run_1/registers.png
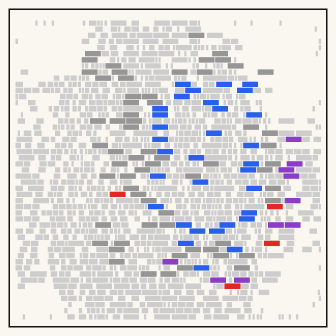
run_1/clock_map.png
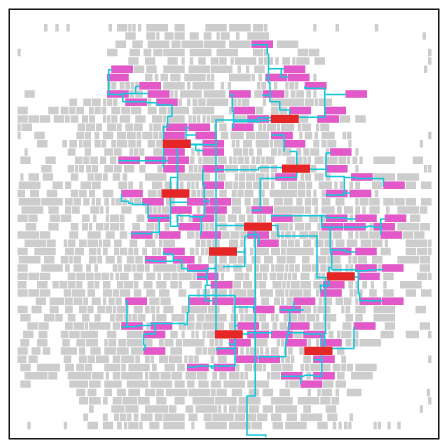
run_1/final_congestion.png
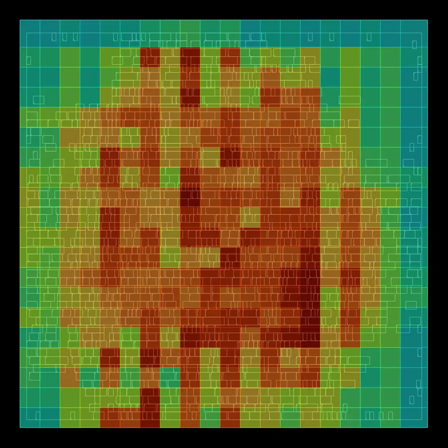
run_1/cell_classes.png
The bar under the picture is 50 um long.
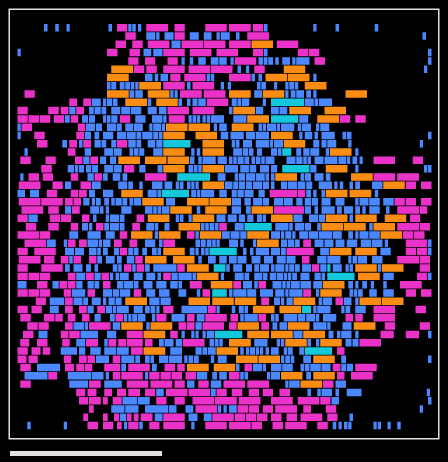
File: src/rtl/cp0_regs.sv
// Coprocessor-0 register file: Count/Compare timer, Status, Cause and EPC,
// plus exception entry/return handling and pipeline flush redirect.
module cp0_regs (
  input  logic        clk,
  input  logic        rst,
  input  logic        we,
  input  logic [4:0]  waddr,
  input  logic [31:0] wdata,
  input  logic [4:0]  raddr,
  output logic [31:0] rdata,
  input  logic [31:0] excptype,
  input  logic [31:0] pc,
  output logic [31:0] status,
  output logic [31:0] cause,
  output logic [31:0] epc,
  output logic        timer_int,
  output logic        flush,
  output logic [31:0] flush_pc
);

  localparam logic [4:0]  REG_COUNT   = 5'd9;
  localparam logic [4:0]  REG_COMPARE = 5'd11;
  localparam logic [4:0]  REG_STATUS  = 5'd12;
  localparam logic [4:0]  REG_CAUSE   = 5'd13;
  localparam logic [4:0]  REG_EPC     = 5'd14;

  localparam logic [31:0] EXC_TIMER   = 32'h0000_0004;
  localparam logic [31:0] EXC_SYSCALL = 32'h0000_0100;
  localparam logic [31:0] EXC_ERET    = 32'h0000_0200;
  localparam logic [31:0] EXC_VECTOR  = 32'h0000_0040;
  localparam logic [31:0] STATUS_MASK = 32'h0000_FF03;

  logic [31:0] count_q;
  logic [31:0] compare_q;
  logic [31:0] status_q;
  logic [31:0] cause_q;
  logic [31:0] epc_q;

  logic exc_timer;
  logic exc_syscall;
  logic exc_eret;
  logic wr_en;
  logic count_match;

  assign exc_timer   = (excptype == EXC_TIMER);
  assign exc_syscall = (excptype == EXC_SYSCALL);
  assign exc_eret    = (excptype == EXC_ERET);
  // Any nonzero exception code squashes the instruction's own CP0 write.
  assign wr_en       = we && (excptype == 32'd0);
  assign count_match = (count_q == compare_q) && (compare_q != 32'd0);

  always_ff @(posedge clk) begin
    if (rst) begin
      count_q   <= 32'd0;
      compare_q <= 32'd0;
      status_q  <= 32'd0;
      cause_q   <= 32'd0;
      epc_q     <= 32'd0;
    end else begin
      if (wr_en && waddr == REG_COUNT) count_q <= wdata;
      else                             count_q <= count_q + 32'd1;

      if (wr_en && waddr == REG_COMPARE) compare_q <= wdata;

      if (wr_en && waddr == REG_STATUS) status_q <= wdata & STATUS_MASK;
      if (exc_timer || exc_syscall) status_q[1] <= 1'b1;
      else if (exc_eret)            status_q[1] <= 1'b0;

      if (wr_en && waddr == REG_CAUSE) cause_q[9:8] <= wdata[9:8];
      // Compare write acknowledges the timer and beats a simultaneous match.
      if (wr_en && waddr == REG_COMPARE) cause_q[10] <= 1'b0;
      else if (count_match)              cause_q[10] <= 1'b1;
      if (exc_timer)        cause_q[6:2] <= 5'd0;
      else if (exc_syscall) cause_q[6:2] <= 5'd8;

      if (wr_en && waddr == REG_EPC) epc_q <= wdata;
      if (exc_timer)        epc_q <= pc;
      else if (exc_syscall) epc_q <= pc + 32'd4;
    end
  end

  always_comb begin
    rdata = 32'd0;
    case (raddr)
      REG_COUNT:   rdata = count_q;
      REG_COMPARE: rdata = compare_q;
      REG_STATUS:  rdata = status_q;
      REG_CAUSE:   rdata = cause_q;
      REG_EPC:     rdata = epc_q;
      default:     rdata = 32'd0;
    endcase
  end

  always_comb begin
    flush    = 1'b0;
    flush_pc = 32'd0;
    if (exc_timer || exc_syscall) begin
      flush    = 1'b1;
      flush_pc = EXC_VECTOR;
    end else if (exc_eret) begin
      flush    = 1'b1;
      flush_pc = epc_q;
    end
  end

  assign status    = status_q;
  assign cause     = cause_q;
  assign epc       = epc_q;
  assign timer_int = cause_q[10];

endmodule

File: config.mk
export PLATFORM = sky130hd
export DESIGN_NAME = cp0_regs
export DESIGN_NICKNAME = d
export VERILOG_FILES = /design/src/rtl/cp0_regs.sv
export SDC_FILE = /design/constraint.sdc
export NUM_CORES = 1
export LEC_CHECK = 0
export CAP_MARGIN = 10
export CORE_MARGIN = 2
export CORE_UTILIZATION = 40
export DETAILED_ROUTE_END_ITERATION = 6
export PLACE_DENSITY = 0.76
export SYNTH_ARGS = -nofsm -noshare
export SYNTH_HDL_FRONTEND = slang
export SYNTH_SLANG_ARGS = --single-unit
File: constraint.sdc
create_clock -name clk -period 2.21 [get_ports clk]
set_input_delay 0.221 -clock clk [delete_from_list [all_inputs] [get_ports clk]]
set_output_delay 0.221 -clock clk [all_outputs]
set_load 0.05 [all_outputs]
==> Slide: Implementation Results, run 1 <==
Synthesis and Place & Route Summary

Detailed routing
  • Initial DRC count: 1422
  • Routed via count: 8849
  • Final wirelength: 30500 um
  • Antenna Nets Post-Route: 0
  • Drt drc: 0

Final layout
  • Nets: 1357
  • Share of post-route cells with drive strength above 1: 0.243
  • Fillers: 1439
  • Antenna diodes: 0
  • Most frequent logic cell in the layout: nand2_1
  • Post-Layout Cell Count: 1480
  • Top cells excl fill/tap: nand2_1 (143), clkdlybuf4s50_1 (123), dfxtp_1 (110), buf_4 (100), nor2_1 (88)

Synth
  • Cell count after synthesis: 965
  • Max-area cell share: 0.296
  • Number of enable flip-flop cells: 0
  • Top-count cell post-synth: nand2_1
  • Yosys chip area: 7450 sq um
  • Yosys xor share: 0.0976
  • Share of flip-flops with an asynchronous set or reset: 0
  • Yosys synthesis warning count: 0
  • Synth cell types: 56
  • Seq share, synth: 0.296
  • Top cells, area: dfxtp_1 (30%), nand2_1 (7.3%), xor2_1 (6.6%)
  • Synth flops: 110
  • Ao+oa area frac: 0.199
  • Commonest cells post-synth: nand2_1 (144), dfxtp_1 (110), nor2_1 (91)
  • Adder-cell share of the synthesized area: 0.00336
  • Mux cell area share after synthesis: 0.0215
  • Synth Flop Type: dfxtp_1
  • Simple share: 0.288
  • Post-synthesis average cell area: 7.72 sq um
  • Mapped Area: 7450 sq um
  • Synth logic family: simple AND/OR/NAND/NOR gates

Pwr
  • Leak: 4.63 nW
  • Worst vdd ir: 0.310 mV
  • Sw frac: 0.277
  • Clock power frac: 0.394
  • Combinational share of power: 0.174
  • Highest-power group: sequential cells
  • Cell-internal power: 3.33 mW
  • Total power: 4.60 mW
  • Flop pwr share: 0.432
  • Sw power: 1.27 mW

Floorplan
  • Die width: 140 um
  • Top Ports: 271
  • Chip area: 19700 sq um
  • FP Util: 0.410
  • Chip Height: 140 um

CTS
  • Root buf cell: clkbuf_16
  • CTS max path bufs: 2
  • TritonCTS clock tree: yes
  • Latency at later pin: 360 ps
  • TritonCTS Sinks: 110
  • CTS Buf Count: 9
  • Clock H-tree levels: 3

Job
  • Tool warnings: 29
  • Max-Cap Viols: 0

Critical path
  • Crit path DAT: 1960 ps
  • Crit path capture type: output pin
  • Critical setup path kind: in -> out
  • Crit-path max FO: 3

Timing
  • Achievable frequency: 459 MHz
  • Final setup violation count: 0
  • Slew headroom: 0.652
  • Minimum clock period: 2180 ps
  • Max-slew violation count: 0
  • Fin worst setup slack: 32.3 ps
  • Final Cycle Share: 0.985
  • Final Hold Fails: 0
  • Worst-Margin Slew: 521 ps
  • Min Hold Slack: 254 ps
  • RSZ-0062 raised after global routing: true
  • Skew final: 7.30 ps

Place
  • Final GP Congestion: 0.950
  • Post-DP Area: 11100 sq um
  • DP Worst Slack: -615 ps
  • Placed insts: 1455
  • DP HPWL: 22300 um

Min path
  • Worst hold path type: in -> reg

Status
  • Status: completed

Global routing
  • GRT Residual Overflow: 0
  • First-pass GRT wire length: 46100 um
## Picture notes: registers.png
Blue is count_q, sequential cells 32. Purple is status, sequential cells 10. Red is cause, sequential cells 4.
Another 64 sequential cells are not coloured.
FF+latch area: 2200 sq um
Seq group: 1.99 mW
Final Util: 0.648
flop share of the area: 0.187

## Picture notes: clock_map.png
Magenta is flip-flops, count 110. Cyan is clock wires, length 1210 um. Red is cells driving clock nets, count 9.
There are 10 routed clock nets.

## Picture notes: final_congestion.png
GRT busiest layer: met2
grt met2 use: 0.487

## Picture notes: cell_classes.png
Orange is flops, cells 110, share of their area 19%. Blue is all other logic, cells 785, share of their area 44%. Magenta is other buffers and delay cells, cells 340, share of their area 34%. Cyan is clock drivers and dummy loads, cells 16, share of their area 2.9%.
# rows: 49
core area: 18100 sq um
Finished Cell Area: 11800 sq um

-- run 1: worst paths after layout --
| check | from | to | slack, ps | cells after the start |
|---|---|---|---|---|
| worst max register to register | count_q[3] | count_q[24] | 140 | 6 |
| worst min-delay path | rst | count_q[2] | 250 | 2 |
| worst min register to register | compare_q[9] | compare_q[9] | 520 | 2 |
| worst max-delay path | excptype[29] | flush | 30 | 7 |
-- run 1: critical path, cell delays in order --
cell and delay [ps]:
clkdlybuf4s15_1 170, or3_4 340, buf_8 130, or2_4 260, or4_4 590, nand2b_4 100, buf_12 130
-- run 1: final cells by class --
cell class                      count  area [sq um]  share of cell area
Timing Repair Buffer              340          3920               0.334
Clock buffer                       11           243              0.0206
Clock inverter                      5          88.8             0.00755
Multi-Input combinational cell    778          4990               0.424
Inverter                            7          26.3             0.00223
Tap cell                          229           287              0.0244
Sequential cell                   110          2200               0.187
-- run 1: kinds of logic (layout without fill, tap and decap cells) --
family	Yosys count	count (layout)
adders and majority gates	2	2
AOI/OAI and AO/OA	192	192
DFF	110	110
and+or+nand+nor	435	435
buffers and inverters	126	363
other	1	50
xor gates and xnor gates	83	83
muxes	16	16
-- run 1: routing by layer --
layer | wire (um) | GRT usage | share of wire
met5 | 0 | 0 | 0
met2 | 14400 | 0.487 | 0.47
met3 | 3260 | 0.0496 | 0.11
met4 | 1110 | 0.0926 | 0.036
met1 | 11700 | 0.385 | 0.38
-- run 1: timing repair --
action | in CTS | in global routing
setup buffers | 3 | 3
pin swaps | 11 | 11
hold buffers | 0 | 0
cloned | 1 | 3
gates resized | 73 | 46
endpoints found under the setup margin | 100 | 105
-- run 1: state kept, by name (all words and copies together), names as in the netlist --
signal / flops
count_q: 32
status: 10
cause: 4
epc: 32
compare_q: 32
==> inputs of run 2 (changes only) <==
--- a/config.mk
+++ b/config.mk
@@ -9,6 +9,7 @@
 export CORE_MARGIN = 2
 export CORE_UTILIZATION = 40
 export DETAILED_ROUTE_END_ITERATION = 6
+export GPL_ROUTABILITY_DRIVEN = 0
 export PLACE_DENSITY = 0.76
 export SYNTH_ARGS = -nofsm -noshare
 export SYNTH_HDL_FRONTEND = slang
run_2/clock_map.png
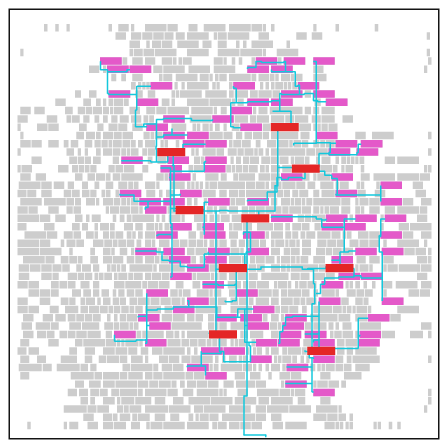
Magenta is flip-flops, count 110. Cyan is clock wires, length 1250 um. Red is cells driving clock nets, count 9.
There are 10 routed clock nets.

run_2/final_congestion.png
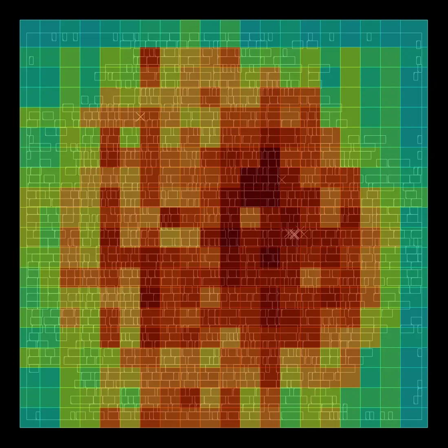
met3 global-route usage: 0.0677
Final Util: 0.682
GRT Util Overall: 0.292

run_2/pdn.png
Pins as bars on the die edge. Tap cells in grey.
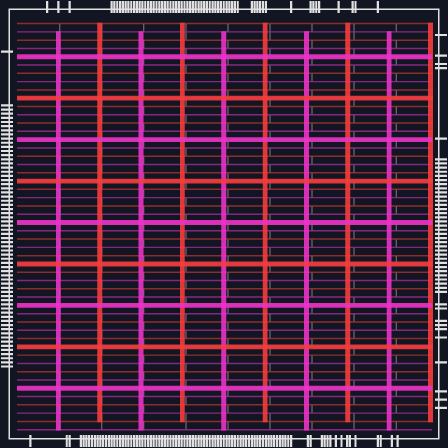
Red is VDD. Magenta is VSS.
50 met1 rails follow the rows. 9 straps on met5. 10 straps on met4. 229 tap cells. The core has 49 rows.
Chip Height: 140 um
worst vdd ir: 0.300 mV

==> run 2 against run 1 <==
  * The flow now finishes with violations (DRC, setup timing)
  * Final cell count increased by 2.0%
  * Area after synthesis unchanged
  * Synthesized cell count unchanged
  * Clock power decreased by 6%
  * Critical path type is now in -> reg
==> Slide: Implementation Results, run 2 <==
Synthesis and Place & Route Summary

Synth
  • Max-area cell share: 0.296 (unchanged)
  • Ao+oa area frac: 0.199 (unchanged)
  • Simple share: 0.288 (unchanged)
  • Commonest cells post-synth: nand2_1 (144), dfxtp_1 (110), nor2_1 (91) (unchanged)
  • Cell count after synthesis: 965 (unchanged)
  • Top-count cell post-synth: nand2_1 (unchanged)
  • Seq share, synth: 0.296 (unchanged)
  • Synth cell types: 56 (unchanged)
  • Synth Flop Type: dfxtp_1 (unchanged)
  • Yosys synthesis warning count: 0 (unchanged)
  • Mux cell area share after synthesis: 0.0215 (unchanged)
  • Share of flip-flops with an asynchronous set or reset: 0 (unchanged)
  • Synth logic family: simple AND/OR/NAND/NOR gates (unchanged)
  • Number of enable flip-flop cells: 0 (unchanged)
  • Yosys chip area: 7450 sq um (unchanged)

Pwr
  • Leak: 4.88 nW (was 4.63 nW)
  • Highest-power group: sequential cells (unchanged)
  • Sw power: 1.29 mW (was 1.27 mW)
  • Flop pwr share: 0.438 (was 0.432)
  • Cell-internal power: 3.25 mW (was 3.33 mW)
  • Combinational share of power: 0.186 (was 0.174)
  • Sw frac: 0.284 (was 0.277)
  • Clock power frac: 0.376 (was 0.394)

Critical path
  • Critical setup path kind: in -> reg (was in -> out)
  • Critical path's top delay family: simple AND/OR/NAND/NOR gates (unchanged)
  • Crit-path slowest cell: or4_4 (unchanged)
  • CP peak stage delay: 580 ps (was 590 ps)
  • Crit path DAT: 2490 ps (was 1960 ps)
  • Crit-path max FO: 8 (was 3)
  • Flop2flop setup slack: 10 ps (was 140 ps)
  • Reg2Reg Launch Point: count_q[3] (unchanged)
  • CP most frequent cell: buf_4
  • Crit-path cells: buf_6 > nor4_4 > nand4_1 > buf_4 > buf_4 > or3_4 > or4_4 > clkbuf_16 > nor2_2 > a211oi_2 (was clkdlybuf4s15_1 > or3_4 > buf_8 > or2_4 > or4_4 > nand2b_4 > buf_12)
  • CP bufs+invs: 4 (was 3)
  • Worst r2r dst: count_q[24] (unchanged)

Global routing
  • GRT Residual Overflow: 0 (unchanged)
  • First-pass GRT wire length: 46000 um (was 46100 um)

Final layout
  • Fillers: 1294 (was 1439)
  • Finished Cell Area: 12400 sq um (was 11800 sq um)
  • Most frequent logic cell in the layout: nand2_1 (unchanged)
  • Post-Layout Cell Count: 1510 (was 1480)
  • Nets: 1387 (was 1357)

Detailed routing
  • Antenna Nets Post-Route: 0 (unchanged)
  • Drt drc: 15 (was 0)
  • Final wirelength: 33400 um (was 30500 um)
  • Initial DRC count: 1699 (was 1422)
  • Routed via count: 9315 (was 8849)

CTS
  • Clock H-tree levels: 3 (unchanged)
  • TritonCTS clock tree: yes (unchanged)
  • TritonCTS Sinks: 110 (unchanged)

Place
  • DP Worst Slack: -614 ps (was -615 ps)
  • Post-DP Area: 11200 sq um (was 11100 sq um)

Job
  • Max-Cap Viols: 0 (unchanged)

Timing
  • Minimum clock period: 2270 ps (was 2180 ps)
  • Achievable frequency: 441 MHz (was 459 MHz)
  • Slew headroom: 0.630 (was 0.652)
  • Final setup violation count: 50 (was 0)
  • Final Hold Fails: 0 (unchanged)
  • RSZ-0062 raised after global routing: true (unchanged)
  • Fin worst setup slack: -55.1 ps (was 32.3 ps)
  • Max-slew violation count: 0 (unchanged)
  • Final Cycle Share: 1.02 (was 0.985)

Floorplan
  • Die width: 140 um (unchanged)
  • Core area: 18100 sq um (unchanged)
  • FP Util: 0.410 (unchanged)
  • Chip area: 19700 sq um (unchanged)

Status
  • Failing checks: DRC, setup timing
  • Status: finished, violations left (was completed)

Min path
  • Min-delay src: rst (unchanged)
  • Hold Path Sink: compare_q[27] (was count_q[2])
  • Worst hold path type: in -> reg (unchanged)
-- run 2: cell count changes in the layout (fill, tap and decap cells not counted), moves of 6 or more --
cell       change
nor2_2        +17
clkbuf_16      +6
and2_2        -16
nor2_4        +13
buf_6          +7
a21oi_2        +9
and2_4        +16
nor2_1        -30
buf_4         +15
a21oi_1        -9
-- run 2: routing by layer --
layer	routed length, um	global-route usage	part of all wire
met1	11700	0.377	0.35
met2	15400	0.482	0.46
met3	4440	0.0677	0.13
met4	1970	0.101	0.059
met5	0	0	0
-- run 2: how the worst max path moves through the flow --
stage / from / to / slack [ps] / depth (start not counted)
2_1_floorplan: excptype[21] / flush_pc[14] / -60 / 4
3_3_place_gp: excptype[12] / count_q[20] / -560 / 8
3_5_place_dp: excptype[11] / count_q[20] / -610 / 8
4_1_cts: excptype[30] / flush_pc[12] / 2 / 10
5_1_grt: excptype[27] / compare_q[13] / -200 / 12
6_report: excptype[0] / count_q[30] / -60 / 10
-- run 2: what timing repair did --
action / in CTS / in global routing
buffers inserted: 10 / 11
resized: 104 / 104
pin swaps: 12 / 50
endpoints found under the setup margin: 98 / 115
cloned: 2 / 12
-- run 2: kinds of logic after synthesis --
family,count (synthesis)
flops,110
compound gates,192
other cells,1
simple gates,435
buf+inv,126
xor+xnor,83
fa+ha+maj,2
mux,16
-- run 2: layout make-up --
type / instances / area (sq um) / area share
repair buffers: 370 / 4340 / 0.350
well taps: 229 / 287 / 0.0232
flip-flops and latches: 110 / 2200 / 0.178
inverters: 7 / 26.3 / 0.00212
clock buffers: 11 / 253 / 0.0204
multi-input cells: 778 / 5210 / 0.421
clock inverters: 5 / 56.3 / 0.00455
Power is estimated from default activity; no workload was simulated.
